### src/rtl/light_output_monitor.sv
// rtl/light_output_monitor.sv - light conflict monitor and LED output stage (optional LIGHT_MON_FLASH_EN)
module light_output_monitor #(
    parameter int FAULT_FILTER = 4,
    parameter int INIT_CYCLES  = 16,
    parameter int FLASH_HALF   = 50_000_000
) (
    input  logic       clock,
    input  logic       rst,
    input  logic [2:0] main_in,
    input  logic [2:0] side_in,
    input  logic       walk_in,
    output logic [2:0] main_out,
    output logic [2:0] side_out,
    output logic       walk_out,
    output logic       fault,
    output logic [1:0] fault_code
);

    typedef enum logic [1:0] {
        ST_INIT,
        ST_PASS,
        ST_SUSPECT,
        ST_FAILSAFE
    } state_t;

    localparam logic [7:0]  FILTER_LIM = 8'(FAULT_FILTER);
    localparam logic [15:0] INIT_LAST  = 16'(INIT_CYCLES - 1);
    localparam logic [2:0]  RED        = 3'b100;

    if (FAULT_FILTER < 1 || FAULT_FILTER > 255) begin : g_bad_filter
        $error("FAULT_FILTER must be 1..255");
    end
    if (INIT_CYCLES < 1 || INIT_CYCLES > 65535) begin : g_bad_init
        $error("INIT_CYCLES must be 1..65535");
    end
    if (FLASH_HALF < 1) begin : g_bad_flash
        $error("FLASH_HALF must be at least 1");
    end

    state_t      state;
    state_t      state_next;
    logic [6:0]  sync1;
    logic [6:0]  sync2;
    logic [2:0]  smain;
    logic [2:0]  sside;
    logic        swalk;
    logic [1:0]  code;
    logic        illegal;
    logic [15:0] init_cnt;
    logic [15:0] init_next;
    logic [7:0]  filt_cnt;
    logic [7:0]  filt_next;
    logic [7:0]  filt_inc;
    logic        load_out;
    logic        enter_fail;
    logic        red_next;

    // Two-flop synchroniser for the asynchronous decoder outputs
    always_ff @(posedge clock) begin
        if (!rst) begin
            sync1 <= '0;
            sync2 <= '0;
        end else begin
            sync1 <= {main_in, side_in, walk_in};
            sync2 <= sync1;
        end
    end

    assign smain = sync2[6:4];
    assign sside = sync2[3:1];
    assign swalk = sync2[0];

    function automatic logic one_hot3(input logic [2:0] v);
        return (v == 3'b001) || (v == 3'b010) || (v == 3'b100);
    endfunction

    // Classify the current sample; first matching rule sets the cause code
    always_comb begin
        code = 2'b00;
        if (!one_hot3(smain) || !one_hot3(sside)) begin
            code = 2'b01;
        end else if (!smain[2] && !sside[2]) begin
            code = 2'b10;
        end else if (swalk && !(smain[2] && sside[2])) begin
            code = 2'b11;
        end
    end

    assign illegal  = (code != 2'b00);
    assign filt_inc = (filt_cnt == 8'hFF) ? 8'hFF : filt_cnt + 8'd1;

    // State register and the counters that travel with it
    always_ff @(posedge clock) begin
        if (!rst) begin
            state    <= ST_INIT;
            init_cnt <= '0;
            filt_cnt <= '0;
        end else begin
            state    <= state_next;
            init_cnt <= init_next;
            filt_cnt <= filt_next;
        end
    end

    // Next-state logic: all-red hold, pass-through, glitch filtering, latched fail-safe
    always_comb begin
        state_next = state;
        init_next  = init_cnt;
        filt_next  = filt_cnt;
        load_out   = 1'b0;
        enter_fail = 1'b0;
        case (state)
            ST_INIT: begin
                if (init_cnt == INIT_LAST) begin
                    state_next = ST_PASS;
                end else begin
                    init_next = init_cnt + 16'd1;
                end
            end
            ST_PASS, ST_SUSPECT: begin
                if (illegal) begin
                    filt_next = filt_inc;
                    if (filt_inc >= FILTER_LIM) begin
                        state_next = ST_FAILSAFE;
                        enter_fail = 1'b1;
                    end else begin
                        state_next = ST_SUSPECT;
                    end
                end else begin
                    state_next = ST_PASS;
                    filt_next  = '0;
                    load_out   = 1'b1;
                end
            end
            default: begin
                state_next = ST_FAILSAFE;
            end
        endcase
    end

`ifdef LIGHT_MON_FLASH_EN
    localparam int FLASH_W = (FLASH_HALF > 1) ? $clog2(FLASH_HALF) : 1;
    localparam logic [FLASH_W-1:0] FLASH_LAST = FLASH_W'(FLASH_HALF - 1);

    logic [FLASH_W-1:0] flash_cnt;
    logic               flash_phase;
    logic               flash_wrap;

    assign flash_wrap = (flash_cnt == FLASH_LAST);

    // Flash timebase only runs in fail-safe, so the on phase always begins at entry
    always_ff @(posedge clock) begin
        if (!rst) begin
            flash_cnt   <= '0;
            flash_phase <= 1'b1;
        end else if (state == ST_FAILSAFE) begin
            if (flash_wrap) begin
                flash_cnt   <= '0;
                flash_phase <= ~flash_phase;
            end else begin
                flash_cnt <= flash_cnt + 1'b1;
            end
        end
    end

    assign red_next = (state == ST_FAILSAFE && flash_wrap) ? ~flash_phase : flash_phase;
`else
    assign red_next = 1'b1;
`endif

    // Registered LED drive and latched fault indication
    always_ff @(posedge clock) begin
        if (!rst) begin
            main_out   <= RED;
            side_out   <= RED;
            walk_out   <= 1'b0;
            fault      <= 1'b0;
            fault_code <= 2'b00;
        end else if (enter_fail || state == ST_FAILSAFE) begin
            main_out <= {red_next, 2'b00};
            side_out <= {red_next, 2'b00};
            walk_out <= 1'b0;
            if (enter_fail) begin
                fault      <= 1'b1;
                fault_code <= code;
            end
        end else if (load_out) begin
            main_out <= smain;
            side_out <= sside;
            walk_out <= swalk;
        end
    end

endmodule
### config.mk
export PLATFORM = sky130hd
export DESIGN_NAME = light_output_monitor
export DESIGN_NICKNAME = d
export VERILOG_FILES = /design/src/rtl/light_output_monitor.sv
export SDC_FILE = /design/constraint.sdc
export NUM_CORES = 1
export LEC_CHECK = 0
export CAP_MARGIN = 20
export CORE_MARGIN = 3
export CORE_UTILIZATION = 55
export DETAILED_ROUTE_END_ITERATION = 10
export PLACE_DENSITY_LB_ADDON = 0.25
export SLEW_MARGIN = 20
export SYNTH_ARGS = -nofsm -noshare
export SYNTH_HDL_FRONTEND = slang
export SYNTH_SLANG_ARGS = --single-unit
### constraint.sdc
create_clock -name clock -period 2.2 [get_ports clock]
set_input_delay 0.44 -clock clock [delete_from_list [all_inputs] [get_ports clock]]
set_output_delay 0.44 -clock clock [all_outputs]
set_load 0.02 [all_outputs]
### Placed standard cells, run 1

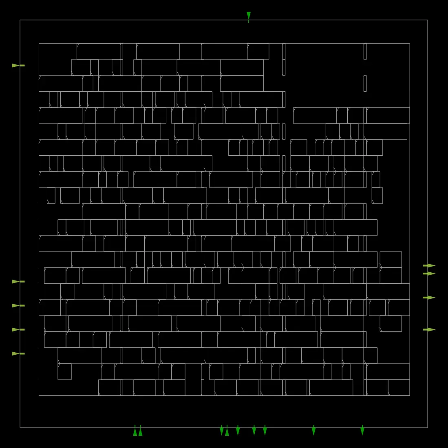
number of placement rows: 22
number of sequential cells in the layout: 50

### Signal wires on met3, run 1

The bar under the picture is 20 µm long.
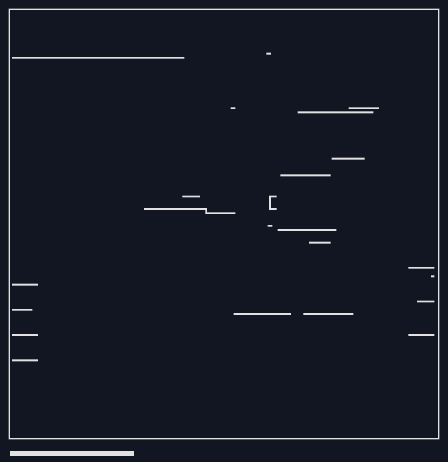
share of all routed wire: 3.3%
nets with wire on the layer: 19
longest straight run: 27.6 µm
wire length on this layer: 134 µm
overall via count from detail_route: 1753
fraction of met3 tracks used by global routing: 0.0362
routed wire length: 4010 µm

### Placement by cell class, run 1

Fill, decap, tap and diode cells in grey.
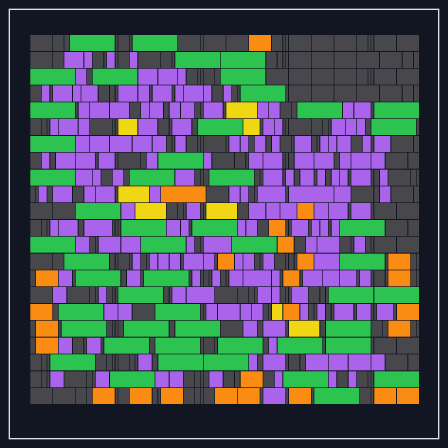
legend:
  orange:
    class: remaining buffers and delay cells
    cells: 26
    share_of_their_area: 10%
  green:
    class: sequential cells
    cells: 50
    share_of_their_area: 40%
  yellow:
    class: clock drivers and dummy loads
    cells: 8
    share_of_their_area: 3.6%
  purple:
    class: combinational and other logic
    cells: 180
    share_of_their_area: 46%

==> summary.rpt, run 1 <==
PHYSICAL IMPLEMENTATION REPORT
----------------------------------------------------
[Clock network]
  Number of buffers inserted during clock tree synthesis ........................ 5
  Postcts setup bufs ........................ 0
  Cts repair resizes ........................ 0
  TritonCTS clock tree ........................ yes
  Cts hold-fix bufs ........................ 0

[Pwr]
  Worst ir drop on vdd ........................ between 0.4 and 0.5 mV
  Part of the power in registers ........................ 0.611
  Design Power ........................ roughly 1.5 mW
  Part of the power in the clock network ........................ 0.344
  P_sw ........................ 345 µW
  Power density over the cells ........................ 598 nW/µm²
  Net Sw Frac ........................ 0.226
  Part of the total power dissipated in combinational logic ........................ 0.045
  Total clock network power ........................ 524 µW

[Die]
  Fp util ........................ 0.584
  Die height ........................ between 60 and 70 µm
  IO Count ........................ 19

[Yosys]
  Cell count in the Yosys report ........................ 243
  Instance count of the mapped netlist ........................ roughly 240
  Sequential cell area fraction in the yosys report ........................ 0.455
  Yosys synthesis chip area ........................ 2200 µm²
  Dominant kind of combinational cell ........................ simple AND/OR/NAND/NOR gates
  Multiplexer share ........................ 0.0273
  Distinct cells, synth ........................ about 43
  Synth Net Count ........................ between 200 and 300
  Post-Synth XOR/XNOR Area ........................ 0.0557
  Simple-Gate Area Share ........................ 0.282
  Synth area leader ........................ dfxtp_1
  Compound-gate portion of the synthesized area ........................ 0.123
  Post-synth EDFFs ........................ 0
  Fraction of post-synthesis cell area in the top cell type by area ........................ 0.455
  Number of warnings issued by yosys ........................ 0

[Setup path]
  Critical R2R Capture ........................ side_out[2]
  Worst-path cell chain ........................ ha_1 -> or4_1 -> nor2_1 -> o22ai_1 -> a311o_4 -> a211o_1
  Category of the worst setup path capture point ........................ flip-flop
  Worst path slowest cell ........................ a311o_4
  Category of the critical setup timing path ........................ reg2reg
  Type of origin of the critical path ........................ flip-flop

[Drt]
  Metal3 WL ........................ 133 µm
  Met2 layer wire length in the routed design ........................ 1790 µm
  WL/cell ........................ roughly 13 µm
  Routed via count divided by cell count ........................ ~5.6
  Number of optimization iterations in the first detailed-route pass ........................ 5

[Hold path]
  Endpoint of the worst hold path ........................ sync2[5]
  Tightest Hold Check Type ........................ reg2reg
  Number of instances on the worst hold path ........................ 1

[Placement]
  Final estimated routing congestion in global placement ........................ about 0.84

[Cells and area]
  Signed area change from the synthesized netlist to the final layout ........................ 15.9%
  Count of antenna diodes in the layout ........................ 0
  Final Instance Area ........................ roughly 2600 µm²
  Gate Area ........................ between 1000 and 1500 µm²
  Signal buf overhead ........................ 0.0991
  Sequential fraction of total cell area ........................ 0.392
  Final core area utilization ........................ 0.677
  FF+latch area ........................ roughly 1000 µm²
  Share of final-layout standard cells stronger than drive strength 1 ........................ 0.0758
  Top logic cell by instance count in the layout ........................ dfxtp_1

[Run status]
  Outcome ........................ completed

[STA]
  Max Clock Freq ........................ just under 500 MHz
  Worst slack on hold paths ........................ 441 ps
  Final hold violations ........................ 0
  Post-Route Setup TNS ........................ 0 ps
  Unrepaired setup endpoints after global routing ........................ false

[Global route]
  Most used routing layer in global routing ........................ met2
  Number of global-route vias before repair ........................ between 1500 and 2000
  Largest net degree at the start of global routing ........................ 24
  Leftover overflow at the end of global routing ........................ 0
  Global routing met1 resource utilization ........................ 0.237

----------------------------------------------------
### Met2 routing, run 1

Cells faint in the background.
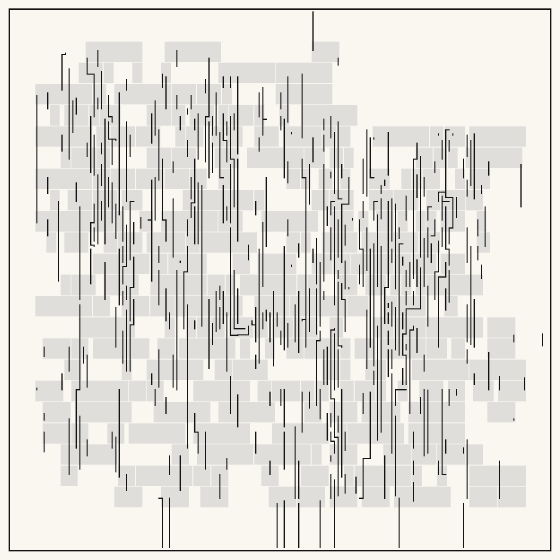

--- run 2 (diff from run 1) ---
CORE_UTILIZATION = 38   (was 55)
PLACE_DENSITY = 0.61   (was unset)
PLACE_DENSITY_LB_ADDON = unset   (was 0.25)
### Met2 routing, run 2

Cells faint in the background.
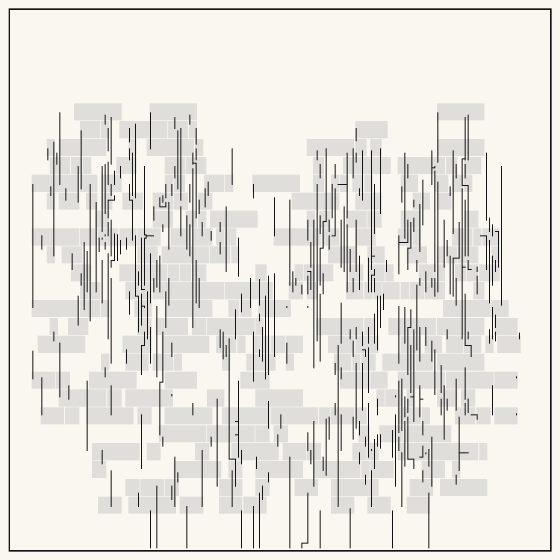
nets with wire on the layer: 209
longest straight run: 24.5 µm
wire length on this layer: 1800 µm
main direction: vertical
share of all routed wire: 42%
met2 routing resource usage after global routing: 0.208
overall via count from detail_route: 1726
routed wire length: 4310 µm

==> run 2 against run 1 <==
  * Clock skew up 6.0 ps
  * Setup slack worse by 0.55 ps
  * Final area is 2.1% higher
  * Area after synthesis is the same
  * Fmax barely moved
  * Clock-buffer cell count stayed put
  * Critical path type unchanged
==> summary.rpt, run 2 <==
PHYSICAL IMPLEMENTATION REPORT
----------------------------------------------------
[Clock network]
  Cts repair resizes ........................ 0
  Postcts setup bufs ........................ 0
  Number of buffers inserted during clock tree synthesis ........................ 5
  TritonCTS clock tree ........................ yes

[Cells and area]
  FF+latch area ........................ 1000 µm²
  Top logic cell by instance count in the layout ........................ dfxtp_1
  Gate Area ........................ 1130 µm²
  Number of sequential cells in the layout ........................ around 50
  Count of antenna diodes in the layout ........................ 0

[STA]
  Final hold violations ........................ 0
  Worst slack on hold paths ........................ 440 ps
  Post-Route Setup TNS ........................ 0 ps

[Drt]
  Number of optimization iterations in the first detailed-route pass ........................ 4
  WL/cell ........................ roughly 13 µm
  Met2 layer wire length in the routed design ........................ ~1800 µm
  Metal3 WL ........................ roughly 150 µm

[Setup path]
  Worst-path cell chain ........................ ha_1 -> or4_1 -> nor2_1 -> o22ai_1 -> a311o_4 -> a211o_1
  Worst path slowest cell ........................ a311o_4
  Category of the worst setup path capture point ........................ flip-flop

[Die]
  Die height ........................ slightly above 80 µm
  Number of placement rows ........................ 27
  Fp util ........................ 0.395

[Hold path]
  Number of instances on the worst hold path ........................ 1
  Tightest Hold Check Type ........................ reg2reg
  Endpoint of the worst hold path ........................ sync2[1]

[Pwr]
  P_sw ........................ 365 µW
  Part of the power in the clock network ........................ 0.401
  Part of the total power dissipated in combinational logic ........................ 0.040

[Yosys]
  Sequential cell area fraction in the yosys report ........................ 0.455
  Dominant kind of combinational cell ........................ simple AND/OR/NAND/NOR gates
  Number of warnings issued by yosys ........................ 0
  Fraction of post-synthesis cell area in the top cell type by area ........................ 0.455
  Simple-Gate Area Share ........................ 0.282
  Synth area leader ........................ dfxtp_1
  Distinct cells, synth ........................ 43
  Synth Net Count ........................ roughly 260

[Placement]
  Final estimated routing congestion in global placement ........................ around 0.77

[Global route]
  Most used routing layer in global routing ........................ met1
  Number of global-route vias before repair ........................ between 1500 and 2000

[Run status]
  Outcome ........................ completed

----------------------------------------------------
### Signal wires on met3, run 2

The bar under the picture is 20 µm long.
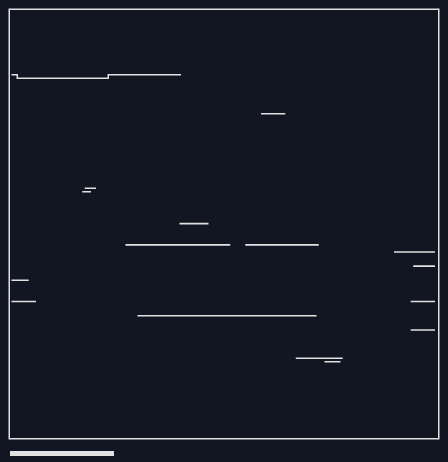
wire length on this layer: 153 µm
longest straight run: 34.0 µm
nets with wire on the layer: 13
share of all routed wire: 3.6%
fraction of met3 tracks used by global routing: 0.0325

### Placement by cell class, run 2

Fill, decap, tap and diode cells in grey.
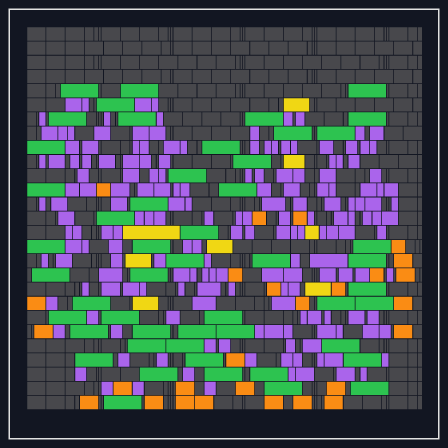

--- run 3 (diff from run 2) ---
GPL_TIMING_DRIVEN = 0   (was unset)
### Placement by cell class, run 3

Fill, decap, tap and diode cells in grey.
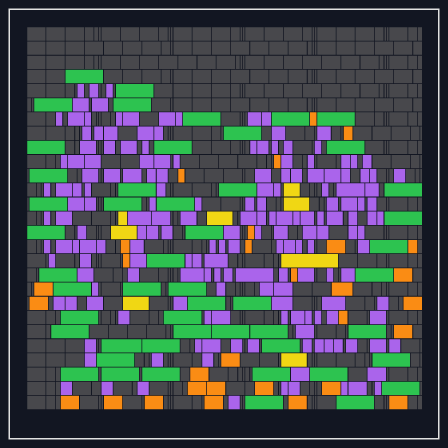
legend:
  orange:
    class: remaining buffers and delay cells
    cells: 30
    share_of_their_area: 9.5%
  yellow:
    class: clock drivers and dummy loads
    cells: 8
    share_of_their_area: 4.5%
  green:
    class: sequential cells
    cells: 50
    share_of_their_area: 40%
  purple:
    class: combinational and other logic
    cells: 180
    share_of_their_area: 46%

### Wires at chosen ports, followed through buffers, run 3

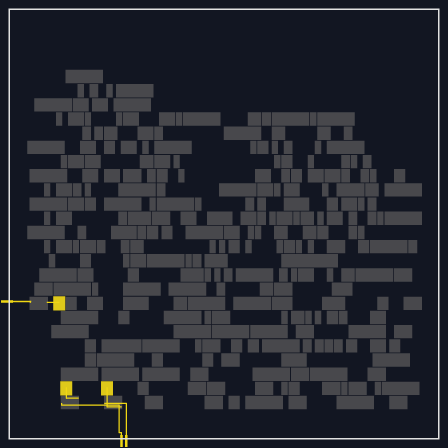
legend:
  yellow:
    port: main_in
    bits: 3
    direction: input
    edge: 2 south, 1 west
    end_cells: 3
    wire: 45.0 µm
IO Count: 19
count of buffers from port buffering: 18

==> run 3 against run 2 <==
  * Flip-flop count did not move
  * Clock power fell by 2%
  * Total power down 0.71%
  * Utilization fell by 0.20 points
  * Area after synthesis unchanged
  * Synthesized cell count unchanged
  * First-iteration DRC count rose by 49%
  * Fmax down 2.5%
  * Clock-buffer cell count did not move
  * Routed wire length up 4.2%
  * Highest routed layer unchanged
  * Setup slack got worse by 52 ps
  * Clock skew fell by 4.1 ps
==> summary.rpt, run 3 <==
PHYSICAL IMPLEMENTATION REPORT
----------------------------------------------------
[Yosys]
  Instance count of the mapped netlist ........................ about 240
  Cell count in the Yosys report ........................ about 240
  Fraction of post-synthesis cell area in the top cell type by area ........................ 0.455
  Post-Synth XOR/XNOR Area ........................ 0.0557
  Number of warnings issued by yosys ........................ 0
  Synth area leader ........................ dfxtp_1

[Pwr]
  P_sw ........................ 359 µW
  Power density over the cells ........................ between 600 and 700 nW/µm²
  Part of the power in the clock network ........................ 0.396
  Part of the power in registers ........................ 0.563
  Design Power ........................ roughly 1.7 mW
  Total clock network power ........................ 656 µW

[Clock network]
  Cts repair resizes ........................ 1
  Number of buffers inserted during clock tree synthesis ........................ 5
  Postcts setup bufs ........................ 0

[Global route]
  Leftover overflow at the end of global routing ........................ 0
  Fraction of met3 tracks used by global routing ........................ 0.0358
  Number of global-route vias before repair ........................ 1590
  Global routing met1 resource utilization ........................ 0.201

[Cells and area]
  Gate Area ........................ 1130 µm²
  Sequential fraction of total cell area ........................ 0.387
  Number of sequential cells in the layout ........................ approximately 50
  Top logic cell by instance count in the layout ........................ dfxtp_1
  Signal buf overhead ........................ 0.0917
  Final core area utilization ........................ 0.465

[Run status]
  Outcome ........................ completed

[Drt]
  Routed via count divided by cell count ........................ approximately 5.1
  Met2 layer wire length in the routed design ........................ approximately 1900 µm

[STA]
  Unrepaired setup endpoints after global routing ........................ false
  Worst slack on hold paths ........................ between 400 and 500 ps
  Final hold violations ........................ 0

[Setup path]
  Worst path slowest cell ........................ a311o_4
  Category of the worst setup path capture point ........................ flip-flop

[Hold path]
  Number of instances on the worst hold path ........................ 1

[Die]
  Die height ........................ around 82 µm

----------------------------------------------------
No activity file was given, so power comes from the tool's default toggle rates.
